==> src/rtl/store_buffer_unit.sv <==
// store_buffer_unit
//   Store queue that sits between the load/store unit and memory. Each
//   accepted store is turned into lane-aligned write data plus byte enables
//   for a word-aligned address. A store that crosses a word boundary is
//   either split into two beats (SPLIT_MISALIGNED=1) or rejected with a
//   misalign_err pulse (SPLIT_MISALIGNED=0).
//
// Parameters
//   XLEN              data/address width (32 or 64)
//   DEPTH             queue entries (power of 2, >= 2)
//   SPLIT_MISALIGNED  1 = split word-crossing stores, 0 = reject them
//
// Ports
//   clk, rst_n                 clock, asynchronous active-low reset
//   st_valid/st_ready          store request handshake
//   st_addr/st_data/st_funct3  byte address, LSB-justified data, size code
//   mem_valid/mem_ready        queue head handshake toward memory
//   mem_addr/mem_wdata/mem_be  head entry (zeroed when the queue is empty)
//   misalign_err, illegal_err  one-cycle pulses for rejected stores
//   count                      occupied entries
module store_buffer_unit #(
  parameter int XLEN             = 32,
  parameter int DEPTH            = 4,
  parameter int SPLIT_MISALIGNED = 1
) (
  input  logic                     clk,
  input  logic                     rst_n,
  input  logic                     st_valid,
  output logic                     st_ready,
  input  logic [XLEN-1:0]          st_addr,
  input  logic [XLEN-1:0]          st_data,
  input  logic [2:0]               st_funct3,
  output logic                     mem_valid,
  input  logic                     mem_ready,
  output logic [XLEN-1:0]          mem_addr,
  output logic [XLEN-1:0]          mem_wdata,
  output logic [XLEN/8-1:0]        mem_be,
  output logic                     misalign_err,
  output logic                     illegal_err,
  output logic [$clog2(DEPTH):0]   count
);

  localparam int NB = XLEN / 8;
  localparam int OW = $clog2(NB);
  localparam int PW = $clog2(DEPTH);
  localparam int CW = PW + 1;

  logic [XLEN-1:0] addr_q [DEPTH];
  logic [XLEN-1:0] addr_d [DEPTH];
  logic [XLEN-1:0] data_q [DEPTH];
  logic [XLEN-1:0] data_d [DEPTH];
  logic [NB-1:0]   be_q   [DEPTH];
  logic [NB-1:0]   be_d   [DEPTH];

  logic [PW-1:0] rd_ptr_q, rd_ptr_d;
  logic [PW-1:0] wr_ptr_q, wr_ptr_d, wr_ptr_nx;
  logic [CW-1:0] count_q, count_d;
  logic          misalign_err_q, misalign_err_d;
  logic          illegal_err_q, illegal_err_d;

  logic [3:0]        size_b;
  logic [OW-1:0]     off;
  logic [4:0]        end_b;
  logic              is_illegal;
  logic              crosses;
  logic              accept;
  logic              deq;
  logic [1:0]        enq_n;
  logic [NB-1:0]     be_base;
  logic [XLEN-1:0]   data_base;
  logic [2*NB-1:0]   be_wide;
  logic [2*XLEN-1:0] data_wide;
  logic [XLEN-1:0]   base_addr;

  // Request decode: the store is laid into a two-word window so that the
  // low word is beat0 and the high word is beat1 of a crossing store.
  always_comb begin
    size_b     = 4'd1 << st_funct3[1:0];
    off        = st_addr[OW-1:0];
    end_b      = 5'(off) + 5'(size_b);
    is_illegal = st_funct3[2] || ((XLEN == 32) && (st_funct3[1:0] == 2'b11));
    crosses    = end_b > 5'(NB);
    be_base    = '0;
    data_base  = '0;
    for (int unsigned i = 0; i < NB; i++) begin
      if (i < 32'(size_b)) begin
        be_base[i]          = 1'b1;
        data_base[8*i +: 8] = st_data[8*i +: 8];
      end
    end
    be_wide   = {{NB{1'b0}}, be_base} << off;
    data_wide = {{XLEN{1'b0}}, data_base} << {off, 3'b000};
    base_addr = {st_addr[XLEN-1:OW], {OW{1'b0}}};
  end

  // Ready is conservative: two free slots regardless of request type.
  assign st_ready  = rst_n && (count_q <= CW'(DEPTH - 2));
  assign mem_valid = (count_q != '0);
  assign accept    = st_valid && st_ready;
  assign deq       = mem_valid && mem_ready;
  assign wr_ptr_nx = wr_ptr_q + PW'(1);

  always_comb begin
    enq_n = 2'd0;
    if (accept && !is_illegal) begin
      if (!crosses)                   enq_n = 2'd1;
      else if (SPLIT_MISALIGNED != 0) enq_n = 2'd2;
    end

    addr_d = addr_q;
    data_d = data_q;
    be_d   = be_q;
    if (enq_n != 2'd0) begin
      addr_d[wr_ptr_q] = base_addr;
      data_d[wr_ptr_q] = data_wide[XLEN-1:0];
      be_d[wr_ptr_q]   = be_wide[NB-1:0];
    end
    if (enq_n == 2'd2) begin
      addr_d[wr_ptr_nx] = base_addr + XLEN'(NB);
      data_d[wr_ptr_nx] = data_wide[2*XLEN-1:XLEN];
      be_d[wr_ptr_nx]   = be_wide[2*NB-1:NB];
    end

    wr_ptr_d       = wr_ptr_q + PW'(enq_n);
    rd_ptr_d       = rd_ptr_q + PW'(deq);
    count_d        = count_q + CW'(enq_n) - CW'(deq);
    illegal_err_d  = accept && is_illegal;
    misalign_err_d = accept && !is_illegal && crosses && (SPLIT_MISALIGNED == 0);
  end

  always_ff @(posedge clk or negedge rst_n) begin
    if (!rst_n) begin
      for (int unsigned i = 0; i < DEPTH; i++) begin
        addr_q[i] <= '0;
        data_q[i] <= '0;
        be_q[i]   <= '0;
      end
      rd_ptr_q       <= '0;
      wr_ptr_q       <= '0;
      count_q        <= '0;
      misalign_err_q <= 1'b0;
      illegal_err_q  <= 1'b0;
    end else begin
      addr_q         <= addr_d;
      data_q         <= data_d;
      be_q           <= be_d;
      rd_ptr_q       <= rd_ptr_d;
      wr_ptr_q       <= wr_ptr_d;
      count_q        <= count_d;
      misalign_err_q <= misalign_err_d;
      illegal_err_q  <= illegal_err_d;
    end
  end

  assign mem_addr     = mem_valid ? addr_q[rd_ptr_q] : '0;
  assign mem_wdata    = mem_valid ? data_q[rd_ptr_q] : '0;
  assign mem_be       = mem_valid ? be_q[rd_ptr_q]   : '0;
  assign misalign_err = misalign_err_q;
  assign illegal_err  = illegal_err_q;
  assign count        = count_q;

endmodule
==> config.mk <==
export PLATFORM = sky130hd
export DESIGN_NAME = store_buffer_unit
export DESIGN_NICKNAME = d
export VERILOG_FILES = /design/src/rtl/store_buffer_unit.sv
export SDC_FILE = /design/constraint.sdc
export NUM_CORES = 1
export LEC_CHECK = 0
export ABC_AREA = 1
export CAP_MARGIN = 20
export CORE_UTILIZATION = 50
export DETAILED_ROUTE_END_ITERATION = 10
export PLACE_DENSITY_LB_ADDON = 0.05
export SYNTH_ARGS = -nofsm -noshare
export SYNTH_HDL_FRONTEND = slang
export SYNTH_SLANG_ARGS = --single-unit
==> constraint.sdc <==
create_clock -name clk -period 4.6 [get_ports clk]
set_input_delay 0.69 -clock clk [delete_from_list [all_inputs] [get_ports clk]]
set_output_delay 0.69 -clock clk [all_outputs]
set_load 0.01 [all_outputs]
==> results.ini, run 1 <==
[pwr]
largestPowerGroup=combinational cells
power.switching_mw=5.55
power_report.internal_total_mw=7.82
clock_power_mw=2.70
vdd.ir_drop.worst_v=0.000481
power_frac_seq=0.308
p_total_mw=13.4

[drt]
drt_pass1_iterations=6
detail_route.vias_per_cell=5.70
routed_wire_per_std_cell_um=19.5
drc=0

[critical_path]
crit_path_end=mem_wdata[9]
critical_path.reg2reg.startpoint=wr_ptr_q[1]
r2r_slack_ns=1.80
worst-path-max-fanout=29
worst_reg_to_reg_path_cell_count=7
timing.critical_path.from=rd_ptr_q[1]
critical_path.endpoint_type=output port

[clocking]
cts.clk_slew.worst_paths_ns=0.06
cts_htree_levels=2
post_cts_hold_buffer_count=1

[min_path]
timing.hold.worst.start=addr_q[1]
timing.hold.worst_path_depth=2

[synth]
synth.cellmix.simpleShare=0.384
post_synth_fa_ha_maj_area_fraction=0.00779
synth_sequential_area_ratio=0.390
yosys.area_share.xor_xnor=0.00633
logic_family=simple AND/OR/NAND/NOR gates
netlist_area_sq_um=18000
yosys_stat_cell_total=2860
synth_chip_area_sq_um=18000
post_synth_inst_count=2860

[finish]
finalNonFillerCells=3385
seq-cell-share=0.334
non_clock_buffer_area_share=0.0946

[final_timing]
slew-limit-headroom=0.250
final_critical_path_setup_slack_ns=0.669
fmax_mhz=254

[outcome]
status=complete, no violations

[floorplan]
tap-cell-count=461
num_rows=69

[placement]
post-place-cells=3323
buffer_ports.inserted=144
gp_routability_congestion=0.941

[job]
tally_of_openroad_warnings=30

[grt]
via_count_of_the_first_global_routing_pass=18700

[run 1: synthesized netlist by cell type, types with 3 or more instances]
cell type	n	share of area
sky130_fd_sc_hd__nor3_1	7	0.0019
sky130_fd_sc_hd__clkbuf_1	120	0.025
sky130_fd_sc_hd__nand4_1	5	0.0017
sky130_fd_sc_hd__inv_2	6	0.0013
sky130_fd_sc_hd__nor2_1	537	0.11
sky130_fd_sc_hd__nand3_1	305	0.085
sky130_fd_sc_hd__dfrtp_1	280	0.39
sky130_fd_sc_hd__nand2_1	844	0.18
sky130_fd_sc_hd__xor2_1	9	0.0044
sky130_fd_sc_hd__buf_1	20	0.0042
sky130_fd_sc_hd__buf_2	46	0.013
sky130_fd_sc_hd__buf_4	3	0.0013
sky130_fd_sc_hd__o211ai_1	20	0.0083
sky130_fd_sc_hd__nand3_2	3	0.0017
sky130_fd_sc_hd__o21ai_0	217	0.060
sky130_fd_sc_hd__a21oi_1	161	0.045
sky130_fd_sc_hd__xnor2_1	4	0.0019
sky130_fd_sc_hd__ha_1	8	0.0056
sky130_fd_sc_hd__o21ai_1	9	0.0025
sky130_fd_sc_hd__inv_1	239	0.050
sky130_fd_sc_hd__nor2_4	5	0.0031
[run 1: cell usage in the layout (no fill, tap or decap), types with 6 or more instances in the layout]
cell                              count
sky130_fd_sc_hd__a21oi_1            161
sky130_fd_sc_hd__buf_12              14
sky130_fd_sc_hd__buf_4               33
sky130_fd_sc_hd__clkbuf_1            10
sky130_fd_sc_hd__clkbuf_16           35
sky130_fd_sc_hd__clkbuf_8             8
sky130_fd_sc_hd__clkdlybuf4s50_1    143
sky130_fd_sc_hd__dfrtp_1            278
sky130_fd_sc_hd__ha_1                 8
sky130_fd_sc_hd__inv_1              237
sky130_fd_sc_hd__inv_2                8
sky130_fd_sc_hd__nand2_1            844
sky130_fd_sc_hd__nand3_1            303
sky130_fd_sc_hd__nor2_1             533
sky130_fd_sc_hd__nor2_4               7
sky130_fd_sc_hd__nor3_1               6
sky130_fd_sc_hd__o211ai_1            20
sky130_fd_sc_hd__o21ai_0            217
sky130_fd_sc_hd__o21ai_1              9
sky130_fd_sc_hd__xor2_1               9
[run 1: worst max-delay path: stages (launching register included)]
cell and delay (ns):
sky130_fd_sc_hd__dfrtp_4 0.76, sky130_fd_sc_hd__inv_2 0.40, sky130_fd_sc_hd__buf_4 0.38, sky130_fd_sc_hd__a21oi_1 0.17, sky130_fd_sc_hd__o21ai_0 0.11, sky130_fd_sc_hd__a21oi_1 0.26
sky130_fd_sc_hd__clkdlybuf4s50_1 0.59
[run 1: cells by family (layout without fill, tap and decap cells)]
group,count (synthesis),count (layout)
compound gates,409,409
xor+xnor,13,13
fa+ha+maj,10,10
buf+inv,435,499
flops,280,280
other cells,1,1
simple gates,1712,1712
[run 1: sequential cells by signal (all words and copies together) (netlist names)]
name         flops
rd_ptr_q         2
data_q         128
addr_q         128
count            3
be_q            16
wr_ptr_q         2
illegal_err      1
[run 1: metal layers]
layer | track usage | vias to the layer above | part of all wire
met5 | 0 | - | 0
met4 | 0.160 | 0 | 0.040
met3 | 0.0342 | 163 | 0.082
met2 | 0.595 | 944 | 0.47
met1 | 0.490 | 9117 | 0.41
li1 | - | 9080 | -
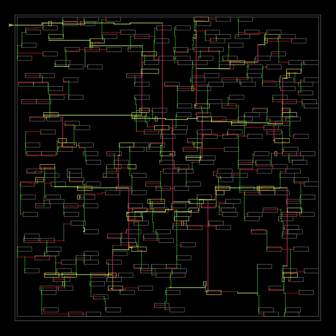
(run_1/clock_nets.png)
clock buffer count: 53
Skew-Pair Late Insertion Delay: 0.52 ns
Inserted Clock Buffers: 34
CTS sink cnt: 280
number of sequential storage elements: 280

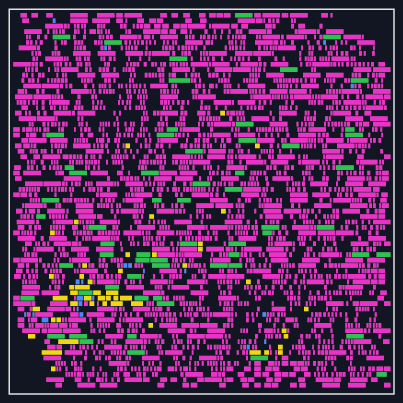
(run_1/sizing.png)
Scale: 2 px per um.
- x3 and x4: yellow (cells 49; share 1.7%; most used buf_4)
- x1 and smaller: magenta (cells 2,793; share 96%; most used nand2_1)
- x2: blue (cells 21; share 0.72%; most used inv_2)
- x6 and larger: green (cells 61; share 2.1%; most used clkbuf_16)
design area: 21,000 sq um
area grow syn2layout: 16.6%

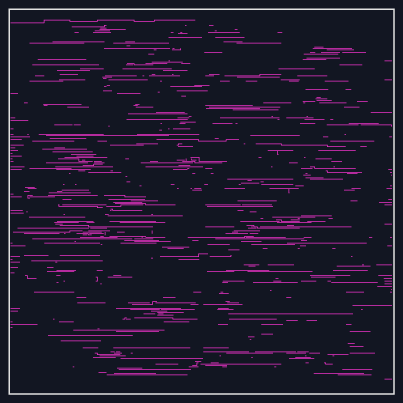
(run_1/m3.png)
Scale: 2 px per um.
- share of all routed wire: 8.2%
- main direction: horizontal
via count of the routed design: 19,300
Final Routed Wirelength: 65,900 um

==> run 2, diff against run 1 <==
--- a/config.mk
+++ b/config.mk
@@ -6,10 +6,10 @@
 export NUM_CORES = 1
 export LEC_CHECK = 0
 export ABC_AREA = 1
-export CAP_MARGIN = 20
+export CAP_MARGIN = 10
 export CORE_UTILIZATION = 50
 export DETAILED_ROUTE_END_ITERATION = 10
-export PLACE_DENSITY_LB_ADDON = 0.05
+export PLACE_DENSITY_LB_ADDON = 0.12
 export SYNTH_ARGS = -nofsm -noshare
 export SYNTH_HDL_FRONTEND = slang
 export SYNTH_SLANG_ARGS = --single-unit
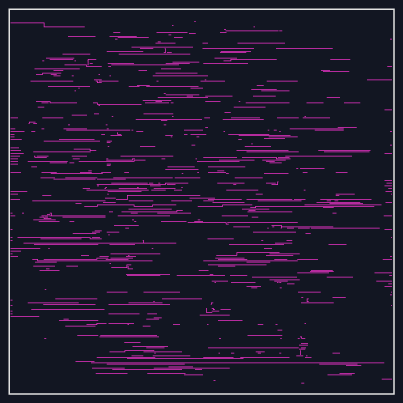
(run_2/m3.png)
Scale: 2 px per um.
- nets with wire on the layer: 254
- main direction: horizontal
- share of all routed wire: 8.6%
- wire length on this layer: 5,530 um

==> results.ini, run 2 <==
[clocking]
cts.sink_count=280  ; unchanged
clock_insertion_delay_worst_skew_ns=0.52  ; about the same
cts_htree_levels=2  ; unchanged
cts.clk_slew.worst_paths_ns=0.06  ; about the same
cts-buffers-inserted=35  ; +2.9%
post_cts_hold_buffer_count=0  ; -1

[critical_path]
worst-path-max-fanout=63  ; +120%
worst_path_top_cell_family_by_delay=buffers and inverters
crit_slowest_cell=sky130_fd_sc_hd__buf_4
max_stage_delay_ns=0.79  ; +0.03 ns
path_buffers=2  ; -1
critical_path.cell_chain=buf_4, o211ai_1, a21oi_1, clkdlybuf4s50_1
critical_path.endpoint_type=output port

[drt]
finalWirelength_um=64600  ; -1.9%
routed_wire_per_std_cell_um=19.1  ; -1.9%
top_layer_used=met4
route.met2.wl_um=29900  ; -2.6%
vias=19200  ; -0.60%
dr_wl_met3_um=5530  ; +1.8%
drc=0  ; unchanged
detail_route.vias_per_cell=5.67  ; -0.51%
routedLengthMet1_um=26300  ; -2.7%
drt_pass1_iterations=6  ; unchanged

[final_timing]
slew-limit-headroom=0.343  ; +0.0926
fmax_mhz=254  ; about the same
worst_clock_skew_ns=0.0112

[floorplan]
num_rows=69  ; unchanged
fp.dieH_um=192

[synth]
synth_chip_area_sq_um=18000  ; unchanged
netlist_area_sq_um=18000  ; unchanged
yosys_stat_cell_total=2860  ; unchanged
synth_dominant_cell_count=sky130_fd_sc_hd__nand2_1
yosys.area.top_type_share=0.390  ; unchanged
topCellsByArea=sky130_fd_sc_hd__dfrtp_1 (39%), sky130_fd_sc_hd__nand2_1 (18%), sky130_fd_sc_hd__nor2_1 (11%)
synth_sequential_area_ratio=0.390  ; unchanged
top_area_cell=sky130_fd_sc_hd__dfrtp_1
post_synth_inst_count=2860  ; unchanged
top_cells_by_count=sky130_fd_sc_hd__nand2_1 (844), sky130_fd_sc_hd__nor2_1 (537), sky130_fd_sc_hd__nand3_1 (305)
yosys_warnings=0

[finish]
drive_gt1_frac=0.0442
area.growth.synth_to_final_pct=16.2
reg_top3=addr_q: 128 flops, data_q: 128 flops, be_q: 16 flops
lay_top_count=sky130_fd_sc_hd__nand2_1
final_layout_top_logic_cells=sky130_fd_sc_hd__nand2_1 (844), sky130_fd_sc_hd__nor2_1 (533), sky130_fd_sc_hd__nand3_1 (303)

[grt]
via_count_of_the_first_global_routing_pass=18300  ; -1.9%
grt_max_degree=123

[min_path]
worstHoldPathType=input port to async pin

[pwr]
p_total_mw=13.3  ; -0.53%
power_report.internal_total_mw=7.80  ; -0.27%
power.switching_mw=5.50  ; -0.91%
vdd.ir_drop.worst_v=0.000564  ; +17%

[placement]
buffer_ports.inserted=144  ; unchanged
gp_routability_congestion=0.965  ; +2.5%

[outcome]
status=complete, no violations

[job]
tally_of_openroad_warnings=28  ; -6.7%

[run 2: cell counts after synthesis]
Identical to the previous run, type by type.
[run 2: path summary, 6_finish.rpt]
check | start | end | slack (ns) | cells past startpoint
worst max register to register | count[2] | count[2] | 1.85 | 13
worst max-delay path | rd_ptr_q[1] | mem_addr[12] | 0.67 | 4
max in group asynchronous | rst_n | addr_q[60] | 2.89 | 3
worst min-delay path | rst_n | data_q[34] | 0.37 | 2
worst min register to register | addr_q[97] | addr_q[97] | 0.50 | 2
min in group clk | addr_q[97] | addr_q[97] | 0.50 | 2
[run 2: final cells by class]
type	count	area, sq um
multi-input combinational	2145	9360
sequential	280	7010
timing repair buffer	191	1940
tap	461	577
clock inverter	8	72.6
clock buffer	51	1020
inverter	246	923
fill	3530	14600
[run 2: logic make-up after synthesis]
logic type	Yosys count	share of synthesized area
AND-OR/OR-AND	409	0.117
XOR/XNOR	13	0.00633
adder cells (fa/ha/maj)	10	0.00779
buffers and inverters	435	0.0946
flip-flops	280	0.390
other	1	0.000208
AND/OR/NAND/NOR	1712	0.384
[run 2: power by group through the flow]
stage          Clock, mW  Sequential, mW  Combinational, mW
4_1_cts             2.71            4.15               6.41
3_5_place_dp           0            4.19               6.36
6_report            2.68            4.16               6.45
3_3_place_gp           0            4.15               6.26
5_1_grt             2.80            4.29               7.20
2_1_floorplan          0            3.93               3.99
[run 2: metrics by stage]
| step | std cells | hold WS [ns] | setup slack [ns] | area (sq um) |
|---|---|---|---|---|
| after floorplan | 2860 | 0.394 | 1.17 | 18000 |
| after detailed placement | 3323 | 0.498 | 0.409 | 19800 |
| after CTS | 3382 | 0.382 | 0.752 | 20900 |
| final | 3382 | 0.367 | 0.669 | 20900 |
| after global placement | 3323 | 0.496 | 0.491 | 19800 |
| after global routing | 3382 | 0.432 | 0.574 | 20900 |
[run 2: layer usage]
layer	vias to the layer above	track usage
met5	-	0
met4	0	0.158
met3	187	0.0433
met2	944	0.585
met1	8988	0.471
li1	9070	-
Power and IR drop assume default switching activity.
